### Routing congestion map, run 1

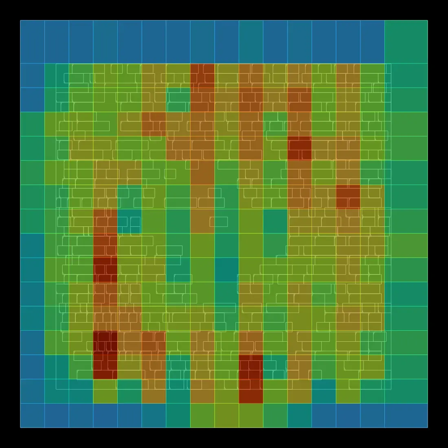
### Layout detail, run 1

Window x 43 to 73, y 66 to 96 um. Cells in grey, sequential cells in the stronger grey; small squares are vias.
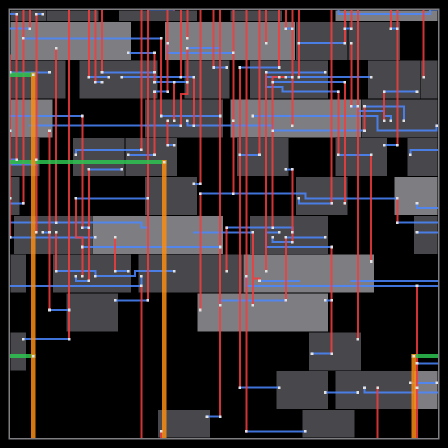
### Metal 1, run 1

Drawn at 3 px/um. Supply wires on this layer in grey.
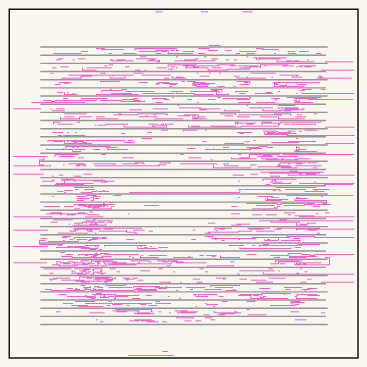
File: src/rtl/reg_file_dump_engine.sv
// ============================================================================
// reg_file_dump_engine: walks the register file two registers per beat and
// streams each captured pair out on a valid/ready interface.
// Revision: 1.0
// ============================================================================
`default_nettype none

module reg_file_dump_engine #(
  parameter int NUM_REGS   = 32,
  parameter int ADDR_WIDTH = 5,
  parameter int DATA_WIDTH = 32
) (
  input  logic                  clk,
  input  logic                  rst_n,
  input  logic                  start,
  input  logic                  abort,
  output logic [ADDR_WIDTH-1:0] rd_reg_1,
  output logic [ADDR_WIDTH-1:0] rd_reg_2,
  input  logic [DATA_WIDTH-1:0] rd_data_1,
  input  logic [DATA_WIDTH-1:0] rd_data_2,
  output logic                  out_valid,
  input  logic                  out_ready,
  output logic [ADDR_WIDTH-1:0] out_idx,
  output logic [DATA_WIDTH-1:0] out_data_1,
  output logic [DATA_WIDTH-1:0] out_data_2,
  output logic                  out_last,
  output logic                  busy,
  output logic                  done
);

  if ((NUM_REGS < 2) || ((NUM_REGS % 2) != 0) || (NUM_REGS > (1 << ADDR_WIDTH))) begin : g_param_check
    $error("reg_file_dump_engine: NUM_REGS must be even, >= 2 and <= 2**ADDR_WIDTH");
  end

  localparam logic [ADDR_WIDTH-1:0] c_LAST_IDX = ADDR_WIDTH'(NUM_REGS - 2);

  typedef enum logic [1:0] {
    S_IDLE = 2'd0,
    S_READ = 2'd1,
    S_SEND = 2'd2
  } state_t;

  state_t                r_state;
  state_t                w_state_nxt;
  logic [ADDR_WIDTH-1:0] r_idx;
  logic                  w_is_last;
  logic                  w_handshake;

  assign w_is_last   = (r_idx == c_LAST_IDX);
  assign w_handshake = out_valid && out_ready;

  always_ff @(posedge clk or negedge rst_n) begin
    if (!rst_n) begin
      r_state <= S_IDLE;
    end else begin
      r_state <= w_state_nxt;
    end
  end

  // abort outranks both a pending start and a simultaneous handshake
  always_comb begin
    w_state_nxt = r_state;
    rd_reg_1    = '0;
    rd_reg_2    = '0;
    busy        = 1'b0;
    case (r_state)
      S_IDLE: begin
        if (start && !abort) w_state_nxt = S_READ;
      end
      S_READ: begin
        busy        = 1'b1;
        rd_reg_1    = r_idx;
        rd_reg_2    = r_idx + ADDR_WIDTH'(1);
        w_state_nxt = abort ? S_IDLE : S_SEND;
      end
      S_SEND: begin
        busy = 1'b1;
        if (abort) begin
          w_state_nxt = S_IDLE;
        end else if (w_handshake) begin
          w_state_nxt = w_is_last ? S_IDLE : S_READ;
        end
      end
      default: w_state_nxt = S_IDLE;
    endcase
  end

  always_ff @(posedge clk or negedge rst_n) begin
    if (!rst_n) begin
      r_idx      <= '0;
      out_valid  <= 1'b0;
      out_idx    <= '0;
      out_data_1 <= '0;
      out_data_2 <= '0;
      out_last   <= 1'b0;
      done       <= 1'b0;
    end else begin
      done <= 1'b0;
      case (r_state)
        S_IDLE: begin
          if (start && !abort) r_idx <= '0;
        end
        S_READ: begin
          // read data is combinational, so this edge captures the pre-write value
          if (!abort) begin
            out_data_1 <= rd_data_1;
            out_data_2 <= rd_data_2;
            out_idx    <= r_idx;
            out_valid  <= 1'b1;
            out_last   <= w_is_last;
          end
        end
        S_SEND: begin
          if (abort) begin
            out_valid <= 1'b0;
            out_last  <= 1'b0;
          end else if (w_handshake) begin
            out_valid <= 1'b0;
            out_last  <= 1'b0;
            if (w_is_last) begin
              done <= 1'b1;
            end else begin
              r_idx <= r_idx + ADDR_WIDTH'(2);
            end
          end
        end
        default: ;
      endcase
    end
  end

endmodule

`default_nettype wire

File: config.mk
export PLATFORM = sky130hd
export DESIGN_NAME = reg_file_dump_engine
export DESIGN_NICKNAME = d
export VERILOG_FILES = /design/src/rtl/reg_file_dump_engine.sv
export SDC_FILE = /design/constraint.sdc
export NUM_CORES = 1
export LEC_CHECK = 0
export ABC_CLOCK_PERIOD_IN_PS = 1500
export CAP_MARGIN = 40
export CORE_MARGIN = 10
export CORE_UTILIZATION = 39
export DETAILED_ROUTE_END_ITERATION = 10
export GPL_TIMING_DRIVEN = 0
export PLACE_DENSITY = 0.84
export SYNTH_ARGS = -nofsm -noshare
export SYNTH_HDL_FRONTEND = slang
export SYNTH_SLANG_ARGS = --single-unit
File: constraint.sdc
create_clock -name clk -period 1.5 [get_ports clk]
set_clock_uncertainty 0.1 [all_clocks]
set_input_delay 0.3 -clock clk [delete_from_list [all_inputs] [get_ports clk]]
set_output_delay 0.3 -clock clk [all_outputs]
set_load 0.02 [all_outputs]
==> PnR_summary.wiki, run 1 <==
== Run summary ==
{| class="wikitable"
! Metric !! Value
|-
| Run status || finished with violations
|-
| Violations in the final reports || negative setup slack
|-
| Wire length on met2 || between 5000 and 6000 um
|-
| Clock latency on the worst-skew pair || roughly 0.34 ns
|-
| Final non-clock buffer share || 33.1%
|-
| Clock tree from TritonCTS || built
|-
| M3 GR Usage || under 10%
|-
| Worst hold start || abort
|-
| Portion of the clock cycle consumed by the worst path in the final layout || 119%
|-
| Total chip power || 11.7 mW
|-
| Count of different cell masters after synthesis || 39
|-
| Biggest area consumer among synthesized cells || dfrtp_1
|-
| Max-cap violations || 0
|-
| Area taken by multi-input logic gates || approximately 1600 um^2
|-
| Number of sequential storage elements || approximately 77
|-
| Cell-by-cell trace of the critical path || inv_2 > ha_4 > buf_4 > nand2b_4 > buf_12 > buf_4 > buf_12 > mux2_4
|-
| Cell types occupying the most area after synthesis || dfrtp_1, mux2_4, buf_12
|-
| Final hold violation count || 0
|-
| Die span in y || between 100 and 150 um
|-
| Layout cell share with drive strength beyond 1 || 40.9%
|-
| Horizontal die size || about 120 um
|-
| Die area || about 13000 um^2
|-
| Met3 WL || roughly 870 um
|-
| Final setup violation count || 85
|-
| I/O pin cnt || ~150
|-
| Global-route wire length before repair || roughly 15000 um
|-
| Antenna violations before repair || 0
|-
| Remaining design rule violation count || 0
|-
| GPL Wtd Cong || between 0.8 and 0.9
|-
| Number of warnings issued by yosys || 0
|-
| Worst ir drop on vdd || about 1.1 mV
|-
| RSZ-0062 raised after global routing || yes
|-
| Leading post-synthesis cells by instance count || dfrtp_1, mux2_4, and2_1
|-
| Core Density at Floorplan || between 40% and 50%
|-
| Commonest cells after routing, fill and taps aside || dfrtp_1, mux2_4, clkdlybuf4s50_1
|-
| Synth Cell Area || between 3000 and 4000 um^2
|-
| Max Clk Rate || roughly 560 MHz
|-
| Number of global-route vias before repair || 2740
|-
| Clock buf count || 9
|-
| Grt total ovfl || 0
|-
| Register-to-register path setup slack || -0.29 ns
|-
| End-of-flow core utilization || about two thirds
|-
| Topmost layer with routed signal wires || met4
|-
| Final WS setup || -0.292 ns
|-
| Avg Synthesized Cell Area || between 15 and 20 um^2
|-
| CP max stage delay || ~0.42 ns
|-
| Flip-flop cell with the highest count after synthesis || dfrtp_1
|-
| Largest net degree at the start of global routing || 53
|-
| Post-route design area || between 5000 and 6000 um^2
|-
| Number of diodes added for antenna fixing || 0
|-
| Clock transition at the registers of the reported paths || ~0.090 ns
|-
| R2R Path End || out_data_2[18]
|-
| Met1 WL || 3980 um
|-
| Flip-flop and latch count after synthesis || about 77
|}
-- 'Routing congestion map' (at the start) --
met2 Usage GRT: 25.4%
average detailed-routed wire length per instance: 19.5 um
fraction of met1 tracks used by global routing: 16.5%
total track usage: 14.7%
GRT busiest layer: met2

-- 'Layout detail' (at the start) --
- met3: green
- met4: orange
- met2: red
- met1: blue
- sequential cells in the window: 6
- most frequent: mux2_4 (8), clkdlybuf4s50_1 (8), clkdlybuf4s15_1 (7)
- netlist names of flops here include: out_data_1 (6)
- cells with their middle in the window: 32

-- 'Metal 1' (at the start) --
- longest straight run: 36.8 um
- nets with wire on the layer: 426
- main direction: horizontal
- share of all routed wire: 40%
- wire length on this layer: 3980 um
via count: 2533
routed wire length: 10100 um

[run 1: power breakdown]
group          switching [mW]  total [mW]  internal [mW]
clock                   0.829        1.78          0.946
sequential              0.580        3.61           3.03
combinational            2.81        6.32           3.52
total                    4.21        11.7           7.49
[run 1: timing repair]
item	4_1_cts	5_1_grt
gates cloned	2	0
pin swaps	5	9
setup endpoints to repair	156	131
buffers inserted	16	6
hold buffers	1	0
gates resized	158	59
endpoints found under the hold margin	25	0
[run 1: cell families after synthesis]
family          synth area share, %
flops                          53.9
mux                            28.9
simple gates                   6.09
buf+inv                        5.88
compound gates                 3.36
fa+ha+maj                      1.75
other cells                   0.105
[run 1: sequential cells by signal, indices dropped and copies added, names as in the netlist]
signal / flops
out_data_1: 32
out_data_2: 32
out_idx: 4
r_idx: 4
r_state: 2
done: 1
out_last: 1
out_valid: 1
==> run 1 -> run 2 <==
CORE_UTILIZATION = 50   (was 39)
DONT_BUFFER_PORTS = 1   (was not set)
PLACE_DENSITY = 0.75   (was 0.84)
### Routing congestion map, run 2

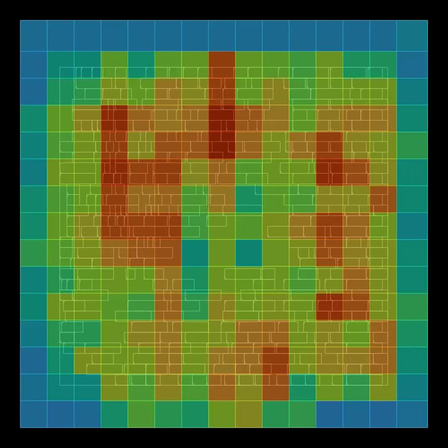
total track usage: 17.6%
end-of-flow core utilization: 73.3%
M3 GR Usage: 8.66%
met2 Usage GRT: 29.7%
average detailed-routed wire length per instance: 24.3 um

### Selected gate families, run 2

Drawn at 4 px/um.
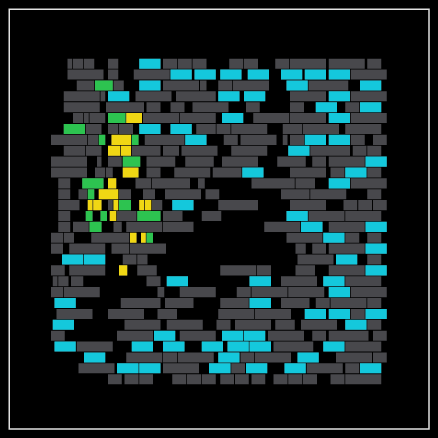
- multiplexers: cyan (cells 69)
- NAND gates: yellow (cells 16; where left middle)
- inverting AOI/OAI gates: green (cells 14; where left middle)
final non-filler cell total: 418
most frequent logic cell in the layout: dfrtp_1
logic share of the area: 31.0%

==> PnR_summary.wiki, run 2 <==
== Run summary ==
{| class="wikitable"
! Metric !! Value
|-
| Biggest area consumer among synthesized cells || dfrtp_1
|-
| Leading post-synthesis cells by instance count || dfrtp_1, mux2_4, and2_1
|-
| Final WS setup || -0.275 ns
|-
| Flip-flop cell with the highest count after synthesis || dfrtp_1
|-
| Switching share of power || around 39%
|-
| Met1 WL || 3720 um
|-
| Run status || finished with violations
|-
| Reported combinational group power || 3.94 mW
|-
| Kind of cell adding the most delay to the critical path || flip-flops
|-
| Synth Cell Area || roughly 3600 um^2
|-
| Power group with the largest share || registers
|-
| Clock buf count || 10
|-
| Post-Route Hold Slack || -0.454 ns
|-
| Number of warnings issued by yosys || 0
|-
| Violations in the final reports || negative hold slack, negative setup slack
|-
| Remaining design rule violation count || 0
|-
| GPL Wtd Cong || 0.798
|-
| Clock group || between 1.5 and 2 mW
|-
| Clock transition at the registers of the reported paths || approximately 0.080 ns
|-
| Die span in y || ~100 um
|-
| Number of global-route vias before repair || approximately 2500
|-
| Global-route wire length before repair || 15300 um
|-
| Main logic family after synthesis || multiplexers
|-
| Clock tree from TritonCTS || built
|-
| Area fraction in full adders, half adders and majority gates || under 10%
|-
| Portion of the clock cycle consumed by the worst path in the final layout || 118%
|-
| Routed wire length || 10100 um
|-
| Largest net degree at the start of global routing || about 78
|-
| Register-to-register path setup slack || -0.21 ns
|-
| Registers with the most flip-flops || out_data_1: 32 flops, out_data_2: 32 flops
|-
| Count of different cell masters after synthesis || 39
|-
| Multiplexer area fraction after synthesis || between 20% and 30%
|-
| Wire length on met2 || between 5000 and 6000 um
|-
| Cell types occupying the most area after synthesis || dfrtp_1, mux2_4, buf_12
|-
| Antenna violations before repair || 1
|-
| Crit path required time || between 1 and 1.5 ns
|-
| Horizontal die size || 105 um
|-
| R2R Path End || r_state[1]
|-
| Final hold violation count || a little under 80
|-
| Max Clk Rate || between 500 and 600 MHz
|-
| Core Density at Floorplan || around 52%
|-
| Part of the power in the clock network || between 10 and 15%
|-
| Grt total ovfl || 0
|-
| Final setup violation count || between 80 and 90
|-
| I/O pin cnt || between 150 and 200
|-
| GRT busiest layer || met2
|-
| Basic-gate share of the synthesized area counting and, or, nand and nor cells || 6.09%
|-
| Fraction of power consumed by combinational cells || about 38%
|-
| Final non-clock buffer share || roughly a quarter
|-
| Number of diodes added for antenna fixing || 1
|-
| Flip-flop and latch count after synthesis || between 70 and 80
|-
| RSZ-0062 raised after global routing || yes
|-
| Layout cell share with drive strength beyond 1 || between 40% and 50%
|-
| Net switching power figure || between 4 and 5 mW
|-
| Die area || 10900 um^2
|-
| CP max stage delay || about 0.42 ns
|}
### Layout detail, run 2

Window x 37 to 67, y 58 to 88 um. Cells in grey, sequential cells in the stronger grey; small squares are vias.
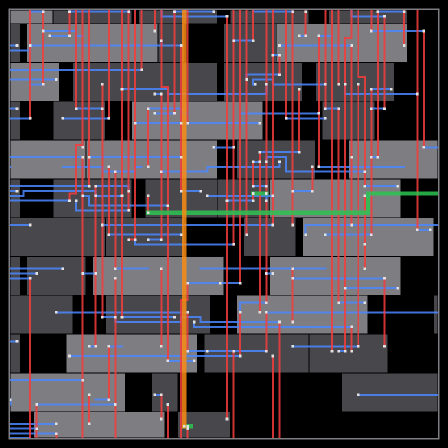
- met2: red
- met1: blue
- met4: orange
- met3: green
- netlist names of flops here include: out_data_2 (8), out_data_1 (3), r_idx (2)
- most frequent: dfrtp_1 (13), mux2_4 (6), dlygate4sd3_1 (6)
- cells with their middle in the window: 36
- sequential cells in the window: 14

==> run 2: cell counts after synthesis <==
Identical to the previous run, type by type.
==> run 2: per-stage QoR <==
step	power (mW)	area (um^2)	hold WS (ns)	util (%)	setup TNS, ns
after CTS	10.2	4880	-0.480	71.0	-13.24
final	10.5	5030	-0.454	73.3	-14.56
after global placement	7.76	3740	-0.0933	54.4	-9.87
after detailed placement	7.85	3740	-0.0932	54.4	-10.46
after floorplan	7.25	3620	-0.0956	-	-3.49
after global routing	11.0	5030	-0.484	73.3	-17.71
==> run 2: timing repair <==
| item | CTS | global route |
|---|---|---|
| gates resized | 29 | 17 |
| hold endpoints to repair | 138 | 79 |
| setup buffers | 7 | 8 |
| gates cloned | 9 | 0 |
| hold buffers | 61 | 2 |
| pin swaps | 5 | 6 |
| endpoints found under the setup margin | 85 | 85 |
Power and IR drop assume default switching activity.
